Design shift_seq_ctrl, sky130hd; sources not shown.
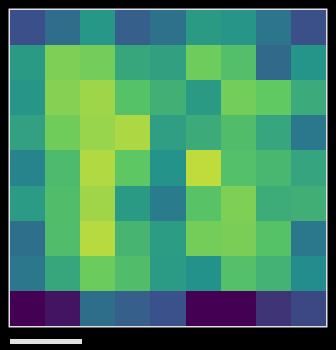
Fig. 1. Cell density map (run 1).
Bar = 20 um. 9 x 9 tiles, from dark purple (low) to yellow (high), 0 to 100% covered.
22% of the tiles are over 75% full. The mean over all tiles is 56%. 3.7% of the tiles are nearly empty.
fp_density: 58.3%
Core Util, Final: 64.4%

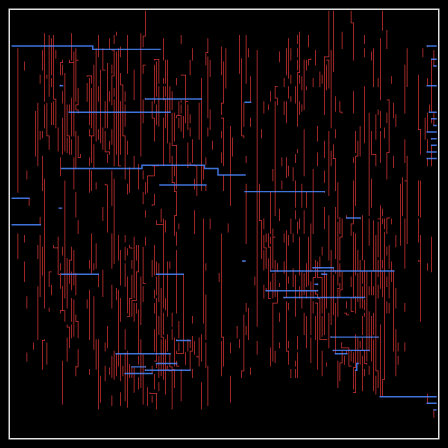
Fig. 2. Metal layers overlaid (run 1).
Only two layers are drawn.
met2: shown in red, wire length 3620 um. met3: shown in blue, wire length 299 um.
Vias: 3154
total track usage: 21.9%
WL final: 7.56 mm

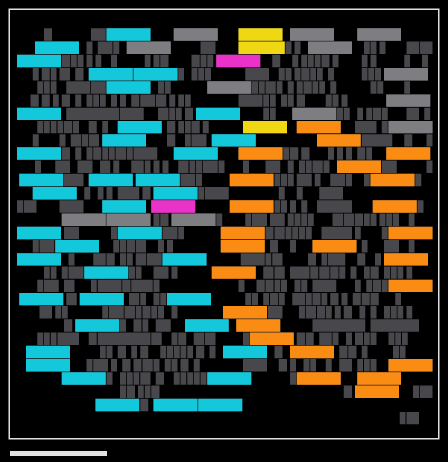
Fig. 3. Sequential cells coloured by netlist name (run 1).
Bar = 20 um.
db_cnt: shown in cyan, flops 38. step_cnt: shown in orange, flops 24. saved: shown in yellow, flops 3. db: shown in magenta, flops 2.
sequential power: 0.780 mW
Register Area: 2000 um2

==> run summary, run 1 <==
outcome -> complete, no violations
PortBufs -> 0
DRT antenna net count -> 0
Crit path max-delay family -> simple AND/OR/NAND/NOR gates
cells in synth_stat.txt -> 511
CP max FO -> 4
Critical Path Sink Type -> flip-flop
crit path DAT -> 1.94 ns
grt total ovfl -> 0
Die W -> 88 um
Post-Syn Area -> 4070 um2
Power Density -> 342 nW/um2
clk_lat worst skew -> 0.35 ns
cts bufs inserted -> 9
post-route cell area -> 4490 um2
most instantiated logic cells after routing -> nor2_1, nand2_1, dfrtp_1, inv_1, nor3_1
flip-flops with a built-in enable -> 0
std cell rows -> 30
Ports -> 23
data required time of the worst path -> 4.44 ns
initial DRC count -> 124
Post-Syn Instances -> 511
Clock Skews -> 0.00713 ns
GPL Wtd Cong -> 0.871
root buffer cell -> clkbuf_8
max reg flops -> 38
placed inst area -> 4200 um2
first-pass GRT wire length -> 13.0 mm
Post-synth regs -> 80
metal3 WL -> 299 um
initial antenna violation count -> 0
final hold vios -> 0
largest net degree at the start of global routing -> 80
Fill cells -> 607
DR top layer -> met4
slowest stage delay, CP -> 0.38 ns
routed len/inst -> 12.0 um
final tally of max-slew violations -> 0
Worst path slowest cell -> dfrtp_1
CP most frequent cell -> nand2_1
WL met2 -> 3.62 mm
vias in the first global route -> 2951
htree depth -> 3
Fmax -> 588 MHz
Final Cycle Share -> 40.5%
number of remaining DRC errors -> 0
RSZ-0062 raised after global routing -> no
Hold Path Class -> in -> async
Leakage Power -> 2.10 nW
# clock sinks -> 80
Post-CTS Repair Setup Buffers -> 0
Die Ht -> 88 um
Log Warnings -> 26
R2R cell count -> 8
area of the core -> 6980 um2
Post-synth top flop -> dfrtp_1
setup_tns -> 0 ns
dominant logic cell type in the layout -> nor2_1
yosys stat chip area -> 4070 um2
met1 wire length -> 3.52 mm
Antenna Cells -> 0
drt pass-1 iters -> 4
# setup viols final -> 0
Unique masters post-synth -> 31
fin nets -> 540
Avg Vias per Cell -> 5.02
warnings from Yosys -> 0
buffer depth of the longest clock path -> 2
critical path class -> reg -> reg
clock slew at reported path FFs -> 0.08 ns
sequential fraction of the synthesis area -> 49.2%
P&R area growth vs syn -> 10.5%
flop-to-flop setup slack -> 2.50 ns
crit-path cells -> ha_1 > nand2_1 > nor2_1 > nand2_1 > nor2_1 > nand2_1 > o21ai_0 > a21oi_1
layout cells sized above 1 -> 9.02%
async set-reset flop share out of synthesis -> 100%
Max-Cap Viols -> 0
crit path launch type -> flip-flop
HPWL Detailed -> 5.18 mm
syn avg cell area -> 7.96 um2
Final min period -> 1.70 ns
die area -> 7740 um2
Comb area -> 1770 um2
Worst VDD drop -> 272 uV
Buf/Inv on CP -> 0
critical path depth in cells -> 8
clock tree from TritonCTS -> yes
run 1: metal layers:
metal,vias to the layer above,global-route usage [%]
li1,1636,-
met2,69,36.0
met1,1437,28.3
met4,0,9.09
met5,-,0
met3,12,4.71
run 1: power breakdown:
group          total [mW]  switching (mW)  leakage (nW)  internal [mW]
logic              0.0407          0.0288         0.889         0.0119
clock network       0.718           0.274         0.133          0.445
registers           0.780         0.00406          1.08          0.776
total                1.54           0.307          2.10           1.23
run 1: cell usage after synthesis, types with 2 or more instances:
cell type	n	area (um2)
nor2_1	109	409
a31oi_1	4	25.0
a21oi_1	16	80.1
nand3_1	20	100
dfrtp_1	79	1980
conb_1	2	7.51
o21ai_1	8	40.0
nand3_4	2	35.0
nand4_1	15	93.8
xnor2_1	8	70.1
buf_4	6	45.0
inv_1	60	225
nor3b_1	4	30.0
nand2_1	97	364
nand2_2	2	12.5
o21ai_0	9	45.0
nor2_2	5	31.3
nor2_4	2	22.5
ha_1	3	37.5
xor2_1	19	166
nor3_1	22	110
inv_2	10	37.5
run 1: timing repair:
| item | 4_1_cts | 5_1_grt |
|---|---|---|
| hold buffers | 1 | 0 |
| endpoints found under the hold margin | 79 | 0 |
| resized | 0 | 0 |
run 1: worst register-to-register path, delay by kind of cell (launching register included):
kind,cells,cell delay [ns]
adder cells (fa/ha/maj),1,0.19
flip-flops,1,0.38
AND-OR/OR-AND,2,0.27
AND/OR/NAND/NOR,5,0.75
run 1: cell type report:
cell class / instances / share of cell area [%]
Sequential cell: 80 / 44.6
Tap cell: 96 / 2.67
Inverter: 70 / 5.85
Multi-Input combinational cell: 359 / 39.4
Buffer: 6 / 1.00
Clock buffer: 12 / 3.67
Timing Repair Buffer: 1 / 0.612
Clock inverter: 4 / 2.20
run 1: cells by family after synthesis:
family	Yosys count	synth area share [%]
DFF	80	49.2
AOI/OAI and AO/OA	38	4.86
adders and majority gates	3	0.923
buffers and inverters	76	7.57
and+or+nand+nor	285	31.4
other	2	0.185
xor gates and xnor gates	27	5.81
run 1: through the flow:
step | worst slack (ns) | utilization [%] | hold slack [ns] | power (mW) | instances
6_report | 2.50 | 64.4 | 0.119 | 1.54 | 628
5_1_grt | 2.26 | 64.4 | 0.0940 | 1.60 | 628
4_1_cts | 2.52 | 64.4 | 0.0994 | 1.56 | 628
3_5_place_dp | 2.53 | 60.2 | 0.335 | 0.820 | 611
3_3_place_gp | 2.56 | 60.2 | 0.333 | 0.819 | 611
2_1_floorplan | 2.81 | - | 0.331 | 0.815 | 515
Fig. 4: run 1, routed metal per tile
18 x 18 tiles, from dark purple (low) to yellow (high), scaled to the fullest tile. Values are wire area over tile area, all layers added.
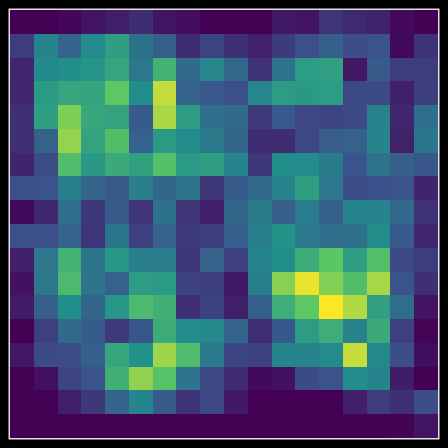

--- run 2 (diff from run 1) ---
Clock period 4.2 ns to 1.54 ns, I/O delays scaled along.
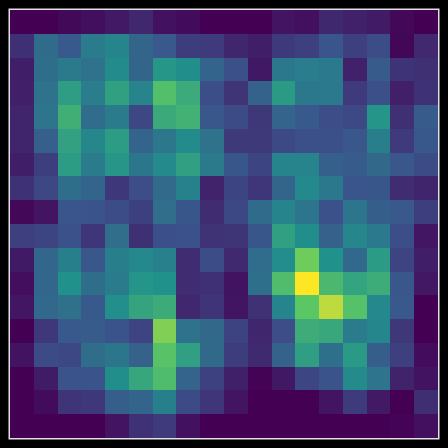
Fig. 5. Routed metal per tile (run 2).
18 x 18 tiles, from dark purple (low) to yellow (high), scaled to the fullest tile. Values are wire area over tile area, all layers added.
The densest ninth of the die: east. The mean over all tiles is 0.17. The fullest tile reaches 0.62. 9.3% of the tiles are nearly empty.
Vias: 3338
WL final: 8.33 mm

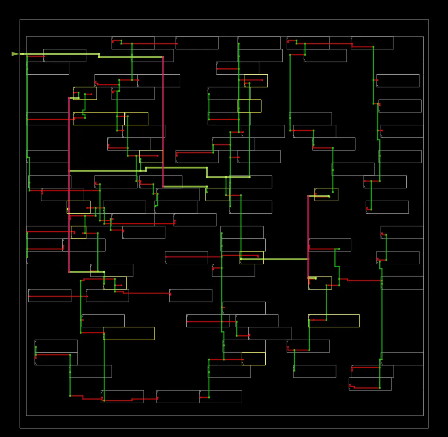
Fig. 6. The clock network (run 2).
Clock Power: 1.97 mW
cts bufs inserted: 9

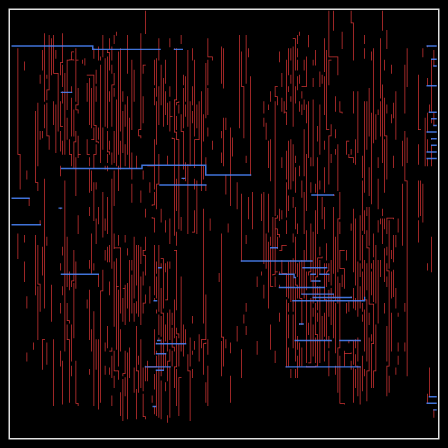
Fig. 7. Metal layers overlaid (run 2).
Only two layers are drawn.
met2: shown in red, wire length 4250 um. met3: shown in blue, wire length 236 um.
routed len/inst: 12.9 um
total track usage: 22.2%

==> run 2 against run 1 <==
  * Non-clock buffer count grew 19
  * Clock power grew to 2.7 times the previous value
  * Global-route usage grew 0.24 points
  * Final cell count grew 3.0%
  * Setup slack lost 2.4 ns
  * Power grew to 2.7 times the previous value
  * First-iteration DRC count grew 13%
  * Sequential power grew to 2.7 times the previous value
  * The run now ends with negative hold slack left
  * Critical path depth grew 1
  * Combinational power grew 120%
==> run summary, run 2 <==
Clock Skews -> 0.00944 ns
grt total ovfl -> 0
layout cells sized above 1 -> 20.0%
vias in the first global route -> 3009
dominant logic cell type in the layout -> nor2_1
crit path launch type -> flip-flop
sequential fraction of the synthesis area -> 49.2%
initial antenna violation count -> 0
initial DRC count -> 140
Die W -> 88 um
setup_tns -> 0 ns
Worst Hold Slack -> -0.438 ns
CP max FO -> 5
Post-Syn Area -> 4070 um2
max reg flops -> 38
number of placed instances with taps included -> 611
Unique masters post-synth -> 31
ranking of synthesized cells by area -> dfrtp_1, nor2_1, nand2_1
RSZ-0062 raised after global routing -> yes
area leader, netlist -> dfrtp_1
PortBufs -> 0
Hold Path Class -> in -> async
drt pass-1 iters -> 4
Fmax -> 672 MHz
warnings from Yosys -> 0
Final Cycle Share -> 96.6%
final hold vios -> 80
data required time of the worst path -> 1.83 ns
DRT antenna net count -> 0
# hold bufs at CTS -> 2
largest net degree at the start of global routing -> 81
crit path DAT -> 1.78 ns
syn avg cell area -> 7.96 um2
fin nets -> 559
outcome -> finished with violations
cells in synth_stat.txt -> 511
flop-to-flop setup slack -> 0.05 ns
top-count cell post-synth -> nor2_1
GPL Wtd Cong -> 0.871
first-pass GRT wire length -> 13.2 mm
clk_lat worst skew -> 0.35 ns
Leakage Power -> 2.30 nW
clock slew at reported path FFs -> 0.09 ns
Post-Syn Instances -> 511
# clock sinks -> 80
Worst VDD drop -> 760 uV
Final min period -> 1.49 ns
Ports -> 23
Final Power -> 4.19 mW
Post-synth regs -> 80
area of the core -> 6980 um2
Post-synth top flop -> dfrtp_1
Finished Layout Cells -> 647
async set-reset flop share out of synthesis -> 100%
Max-Cap Viols -> 0
root buffer cell -> clkbuf_8
clock tree from TritonCTS -> yes
Die Ht -> 88 um
HPWL Detailed -> 5.18 mm
R2R cell count -> 9
Log Warnings -> 29
critical path class -> reg -> reg
Avg Vias per Cell -> 5.16
die area -> 7740 um2
failing checks -> negative hold slack
htree depth -> 3
Largest type area fraction -> 48.6%
Post-synth top cells -> nor2_1, nand2_1, dfrtp_1
final tally of max-slew violations -> 0
std cell rows -> 30
Core Util, Final -> 70.2%
Critical Path Sink Type -> flip-flop
number of remaining DRC errors -> 0
P&R area growth vs syn -> 20.5%
flip-flops with a built-in enable -> 0
yosys stat chip area -> 4070 um2
Power Density -> 855 nW/um2
buffer depth of the longest clock path -> 2
Antenna Cells -> 0
fp_density -> 58.3%
most instantiated logic cells after routing -> nor2_1, nand2_1, dfrtp_1, inv_1, buf_4
# setup viols final -> 0
-- run 2: cell count changes in the layout (fill, tap and decap cells not counted), moves of 4 or more --
cell / before / now
nor2_1: 109 / 94
buf_4: 6 / 24
nand2_1: 97 / 81
nand2_4: 0 / 5
nor2_4: 2 / 15
nor3_1: 22 / 18
nand2_2: 2 / 13
-- run 2: per-stage QoR --
step                setup slack, ns  hold WS [ns]  area (um2)
finish                       0.0519        -0.438        4900
global route                -0.0759        -0.458        4900
CTS                        0.000374        -0.451        4580
detailed placement           -0.128       -0.0629        4200
global placement            -0.0990       -0.0627        4200
floorplan                     0.152       -0.0646        4080
-- run 2: routing by layer --
metal,vias to the layer above,routed length (um),GRT usage [%]
met5,-,0,0
met4,0,157,9.54
met3,17,236,4.34
met2,67,4250,36.9
met1,1576,3690,28.3
li1,1678,-,-
-- run 2: kinds of logic (layout without fill, tap and decap cells) --
logic type	after synthesis	count (layout)	share of synthesized area, %
AND/OR/NAND/NOR	285	285	31.4
flip-flops	80	80	49.2
buffers and inverters	76	112	7.57
AND-OR/OR-AND	38	38	4.86
XOR/XNOR	27	27	5.81
adder cells (fa/ha/maj)	3	3	0.923
other	2	6	0.185
-- run 2: cell type report --
class	instances	area, um2
flip-flops and latches	80	2000
plain buffers	6	45.0
fillers	546	2080
multi-input cells	359	2050
well taps	96	120
clock buffers	12	165
inverters	70	268
repair buffers	20	155
clock inverters	4	98.8
-- run 2: worst max-delay path, stage by stage, from the launching register on --
cell and delay [ns]:
dfrtp_1 0.42, ha_4 0.17, nand2_4 0.07, nor2_4 0.15
nand2_4 0.10, nor2_4 0.20, nand3_1 0.12, nand2_1 0.08
nand2_1 0.04, nor2_1 0.08
-- run 2: report_power, final --
part,internal [mW],leakage (nW),switching (mW)
registers,2.12,1.07,0.0154
logic,0.0418,1.10,0.0493
clock network,1.21,0.133,0.756
total,3.37,2.30,0.821
-- run 2: timing repair --
item	CTS	global route
endpoints found under the hold margin	82	80
resized	20	53
setup buffers	4	14
pin swaps	4	14
endpoints found under the setup margin	40	48
Power is estimated from default activity; no workload was simulated.
